==> src/rtl/ipsxe_floating_point_const_gen_pkg.sv <==
// Shared definitions for the floating-point constant generator: FSM encoding,
// table index constants and the exponent bias helper.
package ipsxe_floating_point_const_gen_pkg;

   typedef enum logic {
      ST_IDLE  = 1'b0,
      ST_SWEEP = 1'b1
   } state_e;

   localparam logic [3:0] IDX_ZERO     = 4'd0;
   localparam logic [3:0] IDX_ONE      = 4'd1;
   localparam logic [3:0] IDX_TWO      = 4'd2;
   localparam logic [3:0] IDX_HALF     = 4'd3;
   localparam logic [3:0] IDX_SIX      = 4'd4;
   localparam logic [3:0] IDX_INF      = 4'd5;
   localparam logic [3:0] IDX_QNAN     = 4'd6;
   localparam logic [3:0] IDX_MAX_NORM = 4'd7;
   localparam logic [3:0] IDX_MIN_NORM = 4'd8;
   localparam logic [3:0] IDX_MIN_SUB  = 4'd9;
   localparam logic [3:0] IDX_THREE    = 4'd10;
   localparam logic [3:0] IDX_ONE_HALF = 4'd11;
   localparam logic [3:0] NUM_CONST    = 4'd12;

   function automatic int unsigned bias_f(input int unsigned exp_width);
      return (32'd1 << (exp_width - 32'd1)) - 32'd1;
   endfunction

endpackage

==> src/rtl/ipsxe_floating_point_const_table.sv <==
// Combinational constant table: index + negate request -> {sign, exp, man}.
module ipsxe_floating_point_const_table
   import ipsxe_floating_point_const_gen_pkg::*;
#(
   parameter int EXP_WIDTH = 8,
   parameter int MAN_WIDTH = 23,
   localparam int W = 1 + EXP_WIDTH + MAN_WIDTH
) (
   input  logic [3:0]   idx,
   input  logic         neg,
   output logic [W-1:0] value
);

   localparam logic [EXP_WIDTH-1:0] BIAS     = EXP_WIDTH'(bias_f(EXP_WIDTH));
   localparam logic [EXP_WIDTH-1:0] EXP_ONE  = EXP_WIDTH'(1);
   localparam logic [EXP_WIDTH-1:0] EXP_TWO  = EXP_WIDTH'(2);
   localparam logic [EXP_WIDTH-1:0] EXP_ONES = {EXP_WIDTH{1'b1}};
   localparam logic [MAN_WIDTH-1:0] MAN_MSB  = {1'b1, {(MAN_WIDTH-1){1'b0}}};
   localparam logic [MAN_WIDTH-1:0] MAN_ONES = {MAN_WIDTH{1'b1}};
   localparam logic [MAN_WIDTH-1:0] MAN_LSB  = MAN_WIDTH'(1);

   logic                 sign_s;
   logic [EXP_WIDTH-1:0] exp_s;
   logic [MAN_WIDTH-1:0] man_s;

   // Positive-form entry lookup; the canonical NaN never takes the negation.
   always_comb begin
      exp_s  = {EXP_WIDTH{1'b0}};
      man_s  = {MAN_WIDTH{1'b0}};
      sign_s = neg && (idx != IDX_QNAN);
      case (idx)
         IDX_ZERO:     exp_s = {EXP_WIDTH{1'b0}};
         IDX_ONE:      exp_s = BIAS;
         IDX_TWO:      exp_s = BIAS + EXP_ONE;
         IDX_HALF:     exp_s = BIAS - EXP_ONE;
         IDX_SIX: begin
            exp_s = BIAS + EXP_TWO;
            man_s = MAN_MSB;
         end
         IDX_INF:      exp_s = EXP_ONES;
         IDX_QNAN: begin
            exp_s = EXP_ONES;
            man_s = MAN_MSB;
         end
         IDX_MAX_NORM: begin
            exp_s = EXP_ONES - EXP_ONE;
            man_s = MAN_ONES;
         end
         IDX_MIN_NORM: exp_s = EXP_ONE;
         IDX_MIN_SUB:  man_s = MAN_LSB;
         IDX_THREE: begin
            exp_s = BIAS + EXP_ONE;
            man_s = MAN_MSB;
         end
         IDX_ONE_HALF: begin
            exp_s = BIAS;
            man_s = MAN_MSB;
         end
         default:      exp_s = {EXP_WIDTH{1'b0}};
      endcase
   end

   assign value = {sign_s, exp_s, man_s};

endmodule

==> src/rtl/ipsxe_floating_point_const_gen.sv <==
// Floating-point constant generator: single-slot ready/valid lookup port plus
// an autonomous sweep that streams every defined table entry.
module ipsxe_floating_point_const_gen
   import ipsxe_floating_point_const_gen_pkg::*;
#(
   parameter int EXP_WIDTH = 8,
   parameter int MAN_WIDTH = 23,
   parameter int TAG_WIDTH = 4,
   localparam int W = 1 + EXP_WIDTH + MAN_WIDTH
) (
   input  logic                 clk,
   input  logic                 rst,
   input  logic                 req_valid,
   output logic                 req_ready,
   input  logic [3:0]           req_addr,
   input  logic                 req_neg,
   input  logic [TAG_WIDTH-1:0] req_tag,
   input  logic                 sweep_start,
   output logic                 out_valid,
   input  logic                 out_ready,
   output logic [W-1:0]         out_data,
   output logic [TAG_WIDTH-1:0] out_tag,
   output logic                 out_sweep,
   output logic                 sweep_done,
   output logic                 busy
);

   state_e               state_q, state_d;
   logic [3:0]           idx_q, idx_d;
   logic                 out_valid_q, out_valid_d;
   logic [W-1:0]         out_data_q, out_data_d;
   logic [TAG_WIDTH-1:0] out_tag_q, out_tag_d;
   logic                 out_sweep_q, out_sweep_d;
   logic                 sweep_done_q, sweep_done_d;

   logic                 req_ready_s;
   logic                 slot_free_s;
   logic [3:0]           tbl_idx_s;
   logic                 tbl_neg_s;
   logic [W-1:0]         tbl_value_s;

   ipsxe_floating_point_const_table #(
      .EXP_WIDTH (EXP_WIDTH),
      .MAN_WIDTH (MAN_WIDTH)
   ) u_table (
      .idx   (tbl_idx_s),
      .neg   (tbl_neg_s),
      .value (tbl_value_s)
   );

   // Next-state, output-slot loading and request handshake.
   always_comb begin
      state_d      = state_q;
      idx_d        = idx_q;
      out_valid_d  = out_valid_q;
      out_data_d   = out_data_q;
      out_tag_d    = out_tag_q;
      out_sweep_d  = out_sweep_q;
      sweep_done_d = 1'b0;
      req_ready_s  = 1'b0;
      tbl_idx_s    = req_addr;
      tbl_neg_s    = req_neg;
      slot_free_s  = !out_valid_q || out_ready;

      case (state_q)
         ST_IDLE: begin
            req_ready_s = !rst && !sweep_start && slot_free_s;
            if (req_valid && req_ready_s) begin
               out_valid_d = 1'b1;
               out_data_d  = tbl_value_s;
               out_tag_d   = req_tag;
               out_sweep_d = 1'b0;
            end else if (out_ready) begin
               out_valid_d = 1'b0;
            end else begin
               out_valid_d = out_valid_q;
            end
            // A pending beat is left in the slot and drains during the sweep.
            if (sweep_start) begin
               state_d = ST_SWEEP;
               idx_d   = 4'd0;
            end else begin
               state_d = ST_IDLE;
            end
         end
         ST_SWEEP: begin
            tbl_idx_s = idx_q;
            tbl_neg_s = 1'b0;
            // Once every entry is loaded, the beat in the slot is the last one.
            if ((idx_q == NUM_CONST) && out_valid_q && out_ready) begin
               state_d      = ST_IDLE;
               idx_d        = 4'd0;
               out_valid_d  = 1'b0;
               sweep_done_d = 1'b1;
            end else if (slot_free_s && (idx_q < NUM_CONST)) begin
               out_valid_d = 1'b1;
               out_data_d  = tbl_value_s;
               out_tag_d   = TAG_WIDTH'(idx_q);
               out_sweep_d = 1'b1;
               idx_d       = idx_q + 4'd1;
            end else if (out_ready) begin
               out_valid_d = 1'b0;
            end else begin
               out_valid_d = out_valid_q;
            end
         end
         default: begin
            state_d = ST_IDLE;
            idx_d   = 4'd0;
         end
      endcase
   end

   // State and output registers with synchronous reset.
   always_ff @(posedge clk) begin
      if (rst) begin
         state_q      <= ST_IDLE;
         idx_q        <= 4'd0;
         out_valid_q  <= 1'b0;
         out_data_q   <= {W{1'b0}};
         out_tag_q    <= {TAG_WIDTH{1'b0}};
         out_sweep_q  <= 1'b0;
         sweep_done_q <= 1'b0;
      end else begin
         state_q      <= state_d;
         idx_q        <= idx_d;
         out_valid_q  <= out_valid_d;
         out_data_q   <= out_data_d;
         out_tag_q    <= out_tag_d;
         out_sweep_q  <= out_sweep_d;
         sweep_done_q <= sweep_done_d;
      end
   end

   assign req_ready  = req_ready_s;
   assign out_valid  = out_valid_q;
   assign out_data   = out_data_q;
   assign out_tag    = out_tag_q;
   assign out_sweep  = out_sweep_q;
   assign sweep_done = sweep_done_q;
   assign busy       = (state_q == ST_SWEEP);

endmodule

==> config.mk <==
export PLATFORM = sky130hd
export DESIGN_NAME = ipsxe_floating_point_const_gen
export DESIGN_NICKNAME = d
export VERILOG_FILES = /design/src/rtl/ipsxe_floating_point_const_gen_pkg.sv /design/src/rtl/ipsxe_floating_point_const_table.sv /design/src/rtl/ipsxe_floating_point_const_gen.sv
export SDC_FILE = /design/constraint.sdc
export NUM_CORES = 1
export LEC_CHECK = 0
export CAP_MARGIN = 20
export CORE_MARGIN = 10
export CORE_UTILIZATION = 43
export DETAILED_ROUTE_END_ITERATION = 6
export GPL_ROUTABILITY_DRIVEN = 0
export MAX_ROUTING_LAYER = met4
export PLACE_DENSITY = 0.89
export SYNTH_ARGS = -nofsm -noshare
export SYNTH_HDL_FRONTEND = slang
export SYNTH_SLANG_ARGS = --single-unit
==> constraint.sdc <==
create_clock -name clk -period 5.4 [get_ports clk]
set_input_delay 0.54 -clock clk [delete_from_list [all_inputs] [get_ports clk]]
set_output_delay 0.54 -clock clk [all_outputs]
set_load 0.01 [all_outputs]
Fig. 1: run 1, metal layers overlaid
Drawn at 6 px/um.
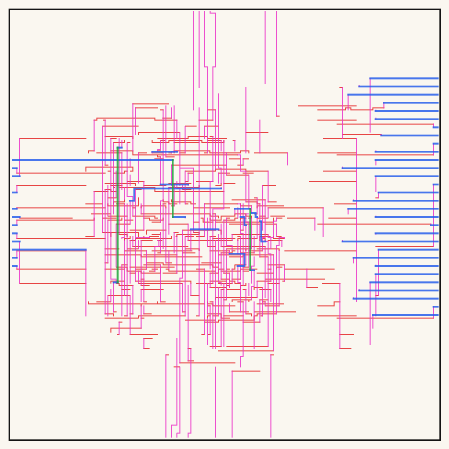
- metal 4: green (wire length 42.2 um)
- metal 3: blue (wire length 397 um)
- metal 1: red (wire length 1200 um)
- metal 2: magenta (wire length 1390 um)

Fig. 2: run 1, clock wiring as the flow saved it
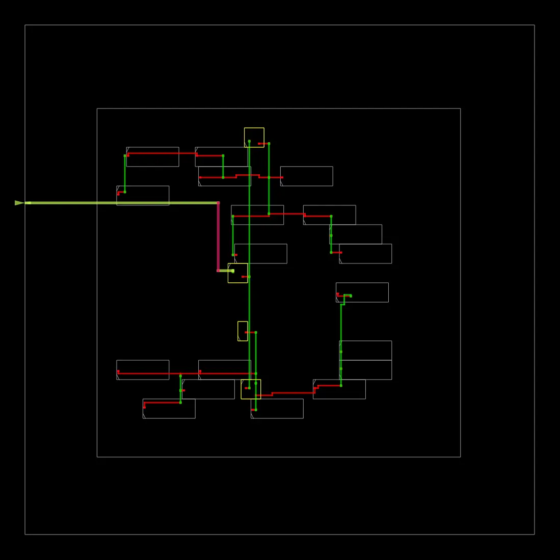
Latency at later pin: 0.29 ns
clock skew after layout: 0.00267 ns
Seq Cell Count: 19
CTS sink count: 19
total of clock buffers placed in the layout: 4

Fig. 3: run 1, register map, names as in the netlist
Drawn at 6 px/um. Other sequential cells in the stronger gray, the rest of the logic in the fainter gray.
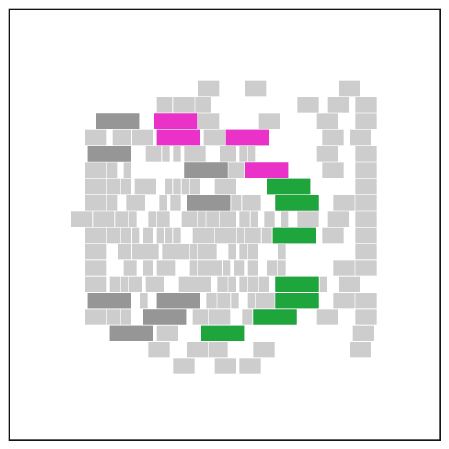
- out_tag: magenta (placed flops 4)
- out_data: green (placed flops 7)

==> summary.log, run 1 <==
qor: global_route.grt_use_total 0.119
qor: setup_path.crit_path_frequent_cell sky130_fd_sc_hd__clkdlybuf4s50_1
qor: power_and_ir_drop.power.share.clock 0.221
qor: timing.final_max_slew_viol_count 0
qor: route.drt-total-wl 3.04 mm
qor: synth.synth_chip_area 0.00114 mm^2
qor: cts.cts_htree_levels 1
qor: global_route.maximum_number_of_pins_on_one_net_before_global_route_repair 23
qor: timing.maxClockFrequency 353 MHz
qor: flow_run.maximum_capacitance_violations 0
qor: global_route.grt_pass1_vias 1076
qor: outcome.status completed
qor: synth.syn-num-nets 158
qor: synth.synthCells 142
qor: die.core_area 0.00250 mm^2
qor: synth.ys_warn_count 0
qor: final_layout.n_fill_cell 221
qor: placement.input_output_buffers 54
qor: setup_path.crit_path_cells clkdlybuf4s50_1, nor4_1, clkdlybuf4s50_1
qor: flow_run.stage_log_warnings 27
qor: timing.min_period 2.83 ns
qor: cts.clock_tree.root_cell sky130_fd_sc_hd__clkbuf_4
qor: route.drt_drc_violations_left 0
qor: synth.edf_count 0
qor: power_and_ir_drop.cellInternalPower 225 uW
qor: power_and_ir_drop.net-switching-power 92.6 uW
qor: synth.dominantRegCellSynth sky130_fd_sc_hd__dfxtp_1
qor: setup_path.critical_path_at 2.29 ns
qor: route.initial_detailed_routing_violation_count 24
qor: cts.cts_tree yes
qor: route.routed_via_density 5.30
qor: timing.finalWorstSetupSlack 2.57 ns
qor: synth.synth_flop_count 19
qor: setup_path.setup.worst_path.class input port to output pin
qor: die.rows 18
qor: timing.finalHoldViolations 0
qor: timing.max_slew_margin 0.464
[run 1: worst max-delay path: cells and delay by family]
family,cells,cell delay (ns)
buffers and inverters,2,1.35
and+or+nand+nor,1,0.40
[run 1: final cells by class]
| type | instances | area share |
|---|---|---|
| clock buffer | 4 | 0.0173 |
| inverter | 5 | 0.0124 |
| multi-input combinational | 85 | 0.339 |
| sequential | 19 | 0.250 |
| tap | 30 | 0.0247 |
| timing repair buffer | 54 | 0.356 |
[run 1: sequential cells by signal (all words and copies together) (netlist names)]
signal,flops
out_data,7
idx_q,4
out_tag,4
busy,1
out_sweep,1
out_valid,1
sweep_done,1
[run 1: cell families after synthesis]
family | after synthesis | share of synthesized area
compound gates | 24 | 0.132
xor+xnor | 1 | 0.00766
mux | 9 | 0.0842
flops | 19 | 0.333
buf+inv | 38 | 0.217
fa+ha+maj | 2 | 0.0219
simple gates | 49 | 0.205
[run 1: power groups by stage]
stage	clock (uW)	combinational, uW	sequential [uW]
3_5_place_dp	0	87.5	163
4_1_cts	72.9	87.9	160
3_3_place_gp	0	84.2	162
2_1_floorplan	0	49.4	163
5_1_grt	80.7	95.4	162
6_report	70.1	87.7	160
[run 1: stage by stage]
stage / util / area, um^2
CTS: 0.608 / 1520
finish: 0.608 / 1520
floorplan: - / 1140
global route: 0.608 / 1520
detailed placement: 0.597 / 1490
global placement: 0.597 / 1490
[run 1: worst paths after layout]
kind / startpoint / end / slack, ns
max: rst / req_ready / 2.57
min: out_data[31] / out_data[31] / 0.46
max reg2reg: busy / out_data[23] / 2.95
min reg2reg: out_data[31] / out_data[31] / 0.46
[run 1: per-layer routing]
layer  up-vias  GRT usage  wire length (um)
met5         -          -                 0
met1       462      0.119              1200
met2        67      0.188              1390
li1        510          -                 -
met3         6     0.0537               396
met4         0     0.0667                42
--- run 2 (diff from run 1) ---
--- a/config.mk
+++ b/config.mk
@@ -7,11 +7,11 @@
 export LEC_CHECK = 0
 export CAP_MARGIN = 20
 export CORE_MARGIN = 10
-export CORE_UTILIZATION = 43
+export CORE_UTILIZATION = 36
 export DETAILED_ROUTE_END_ITERATION = 6
 export GPL_ROUTABILITY_DRIVEN = 0
 export MAX_ROUTING_LAYER = met4
-export PLACE_DENSITY = 0.89
+export PLACE_DENSITY = 0.8
 export SYNTH_ARGS = -nofsm -noshare
 export SYNTH_HDL_FRONTEND = slang
 export SYNTH_SLANG_ARGS = --single-unit
==> constraint.sdc (replaced) <==
create_clock -name clk -period 2.57 [get_ports clk]
set_input_delay 0.257 -clock clk [delete_from_list [all_inputs] [get_ports clk]]
set_output_delay 0.257 -clock clk [all_outputs]
set_load 0.01 [all_outputs]
Fig. 4: run 2, register map, names as in the netlist
Drawn at 6 px/um. Other sequential cells in the stronger gray, the rest of the logic in the fainter gray.
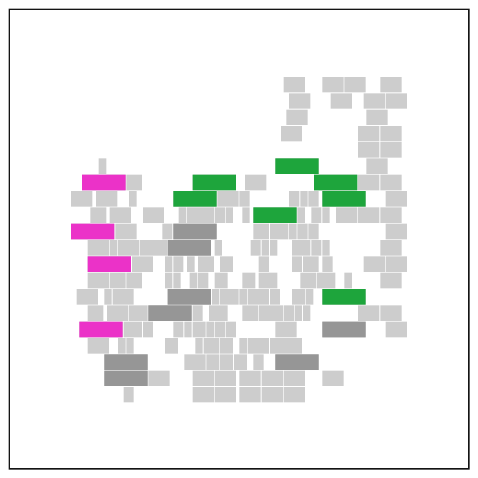
- out_data: green (placed flops 7)
- out_tag: magenta (placed flops 4; where left middle)
- not colored: 8
power of the sequential group: 333 uW
register area: 380 um^2

Fig. 5: run 2, placement density heat map
Drawn at 4 px/um. 8 x 8 tiles, from white (low) to dark blue (high), 0 to 100% covered.
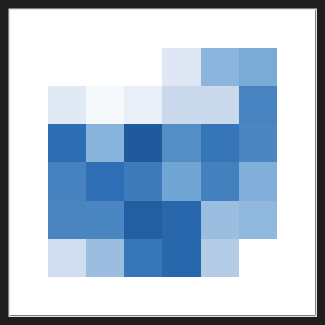
- tiles over 75% full: 7.8%
- fullest tile: 83%
- densest ninth of the die: middle
initial cell density of the core: 0.375
core area: 0.00305 mm^2
final core utilization: 0.509

==> run 2 against run 1 <==
  * Sequential share of layout area decreased by 0.54 points
  * First-iteration DRC count rose to 4.5 times the previous value
  * Worst hold slack improved by 0.0023 ns
  * Global-route usage is 1.0 points lower
  * Worst setup slack got worse by 2.1 ns
  * Final cell count up 8.1%
  * Register-to-register slack got worse by 2.5 ns
  * Critical path depth grew 2
  * Routed wire length is 4.8% higher
  * Critical path type is now flip-flop to flip-flop
==> summary.log, run 2 <==
qor: placement.input_output_buffers 54 [unchanged]
qor: flow_run.stage_log_warnings 27 [unchanged]
qor: global_route.grt.met3_usage 0.0448 [-0.00891]
qor: cts.cts_htree_levels 1 [unchanged]
qor: route.drt-total-wl 3.18 mm [+4.8%]
qor: global_route.maximum_number_of_pins_on_one_net_before_global_route_repair 23 [unchanged]
qor: timing.max_slew_margin 0.602 [+0.138]
qor: synth.synth_chip_area 0.00114 mm^2 [unchanged]
qor: min_path.worst_hold_path_startpoint out_data[31]
qor: die.floorplan.io_pins 55
qor: route.routed_via_density 5.02 [-5.3%]
qor: final_layout.n_fill_cell 279 [+26%]
qor: setup_path.worstReg2RegStart busy
qor: setup_path.setup.worst_path.class flip-flop to flip-flop
qor: route.met3RoutedLength 287 um [-28%]
qor: synth.synthCells 142 [unchanged]
qor: timing.final_max_slew_viol_count 0 [unchanged]
qor: global_route.grt_pass1_vias 1078 [+0.19%]
qor: synth.edf_count 0 [unchanged]
qor: setup_path.critical_path_at 2.27 ns [-0.02 ns]
qor: timing.maxClockFrequency 478 MHz
qor: route.met2RoutedLength 1.52 mm [+9.0%]
qor: global_route.grtUsageMet2 0.179 [-0.00966]
qor: route.drt_drc_violations_left 0 [unchanged]
qor: timing.report.final.setup_viol 0
qor: synth.synth_flop_count 19 [unchanged]
qor: route.topRoutingLayerUsed met4
qor: timing.min_period 2.09 ns
qor: synth.ys_warn_count 0 [unchanged]
qor: final_layout.largest_register_ffs 7 [unchanged]
qor: setup_path.critPathLaunch busy
qor: outcome.status completed
qor: cts.clock_tree.root_cell sky130_fd_sc_hd__clkbuf_4
qor: synth.dominantRegCellSynth sky130_fd_sc_hd__dfxtp_1
qor: synth.syn-num-nets 158 [unchanged]
qor: cts.cts.sink_count 19 [unchanged]
qor: route.initial_detailed_routing_violation_count 108 [+350%]
qor: global_route.grt_use_total 0.108 [-0.0103]
qor: route.wirelength_met1 1.33 mm [+10%]
qor: global_route.gr-usage-met1 0.116 [-0.00267]
qor: cts.cts_tree yes
qor: timing.finalWorstSetupSlack 0.477 ns [-2.09 ns]
qor: final_layout.lay_top_count sky130_fd_sc_hd__clkdlybuf4s50_1
qor: global_route.grt_most_used_layer met2
qor: cts.latency_at_later_pin 0.29 ns [about the same]
Fig. 6: run 2, clock wiring as the flow saved it
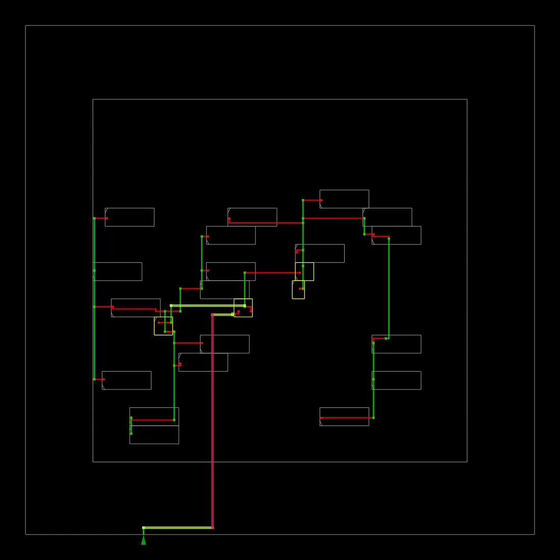
clock-net power: 150 uW
clock skew after layout: 0.00261 ns
number of buffers inserted during clock tree synthesis: 3
total of clock buffers placed in the layout: 3

[run 2: cell counts after synthesis]
No cell type changed its count.
[run 2: logic make-up (layout without fill, tap and decap cells)]
kind of cell,after synthesis,in the layout,synth area share
xor+xnor,1,1,0.00766
fa+ha+maj,2,2,0.0219
buf+inv,38,65,0.217
compound gates,24,24,0.132
simple gates,49,49,0.205
flops,19,19,0.333
mux,9,9,0.0842
[run 2: critical path, stage by stage, from the launching register on]
cell and delay (ns):
sky130_fd_sc_hd__dfxtp_1 0.55, sky130_fd_sc_hd__mux2i_1 0.41, sky130_fd_sc_hd__or2_0 0.35, sky130_fd_sc_hd__nor2_1 0.10, sky130_fd_sc_hd__a2111oi_0 0.47, sky130_fd_sc_hd__nor3_1 0.10
[run 2: worst paths after layout]
path	to	slack, ns	cells past startpoint
worst max-delay path	out_data[23]	0.48	5
worst min-delay path	out_data[31]	0.46	2
worst max register to register	out_data[23]	0.48	5
worst min register to register	out_data[31]	0.46	2
[run 2: cell type report]
cell class                      count  area (um^2)  area share
Clock buffer                        3         22.5      0.0145
Clock inverter                      1         5.00     0.00322
Inverter                            5         18.8      0.0121
Multi-Input combinational cell     85          515       0.332
Sequential cell                    19          380       0.245
Tap cell                           44         55.1      0.0355
Timing Repair Buffer               56          556       0.358
[run 2: report_power, final]
part	switching, uW	total (uW)	leakage (uW)	internal [uW]
Clock	92.0	150	0.0000177	58.0
Combinational	90.1	191	0.000380	101
Sequential	18.7	333	0.000156	314
[run 2: metrics by stage]
step | util | power [uW] | std cells | cell area (um^2)
2_1_floorplan | - | 446 | 142 | 1140
3_3_place_gp | 0.500 | 523 | 209 | 1530
3_5_place_dp | 0.500 | 529 | 209 | 1530
4_1_cts | 0.509 | 682 | 213 | 1550
5_1_grt | 0.509 | 713 | 213 | 1550
6_report | 0.509 | 673 | 213 | 1550
No activity file was given, so power comes from the tool's default toggle rates.
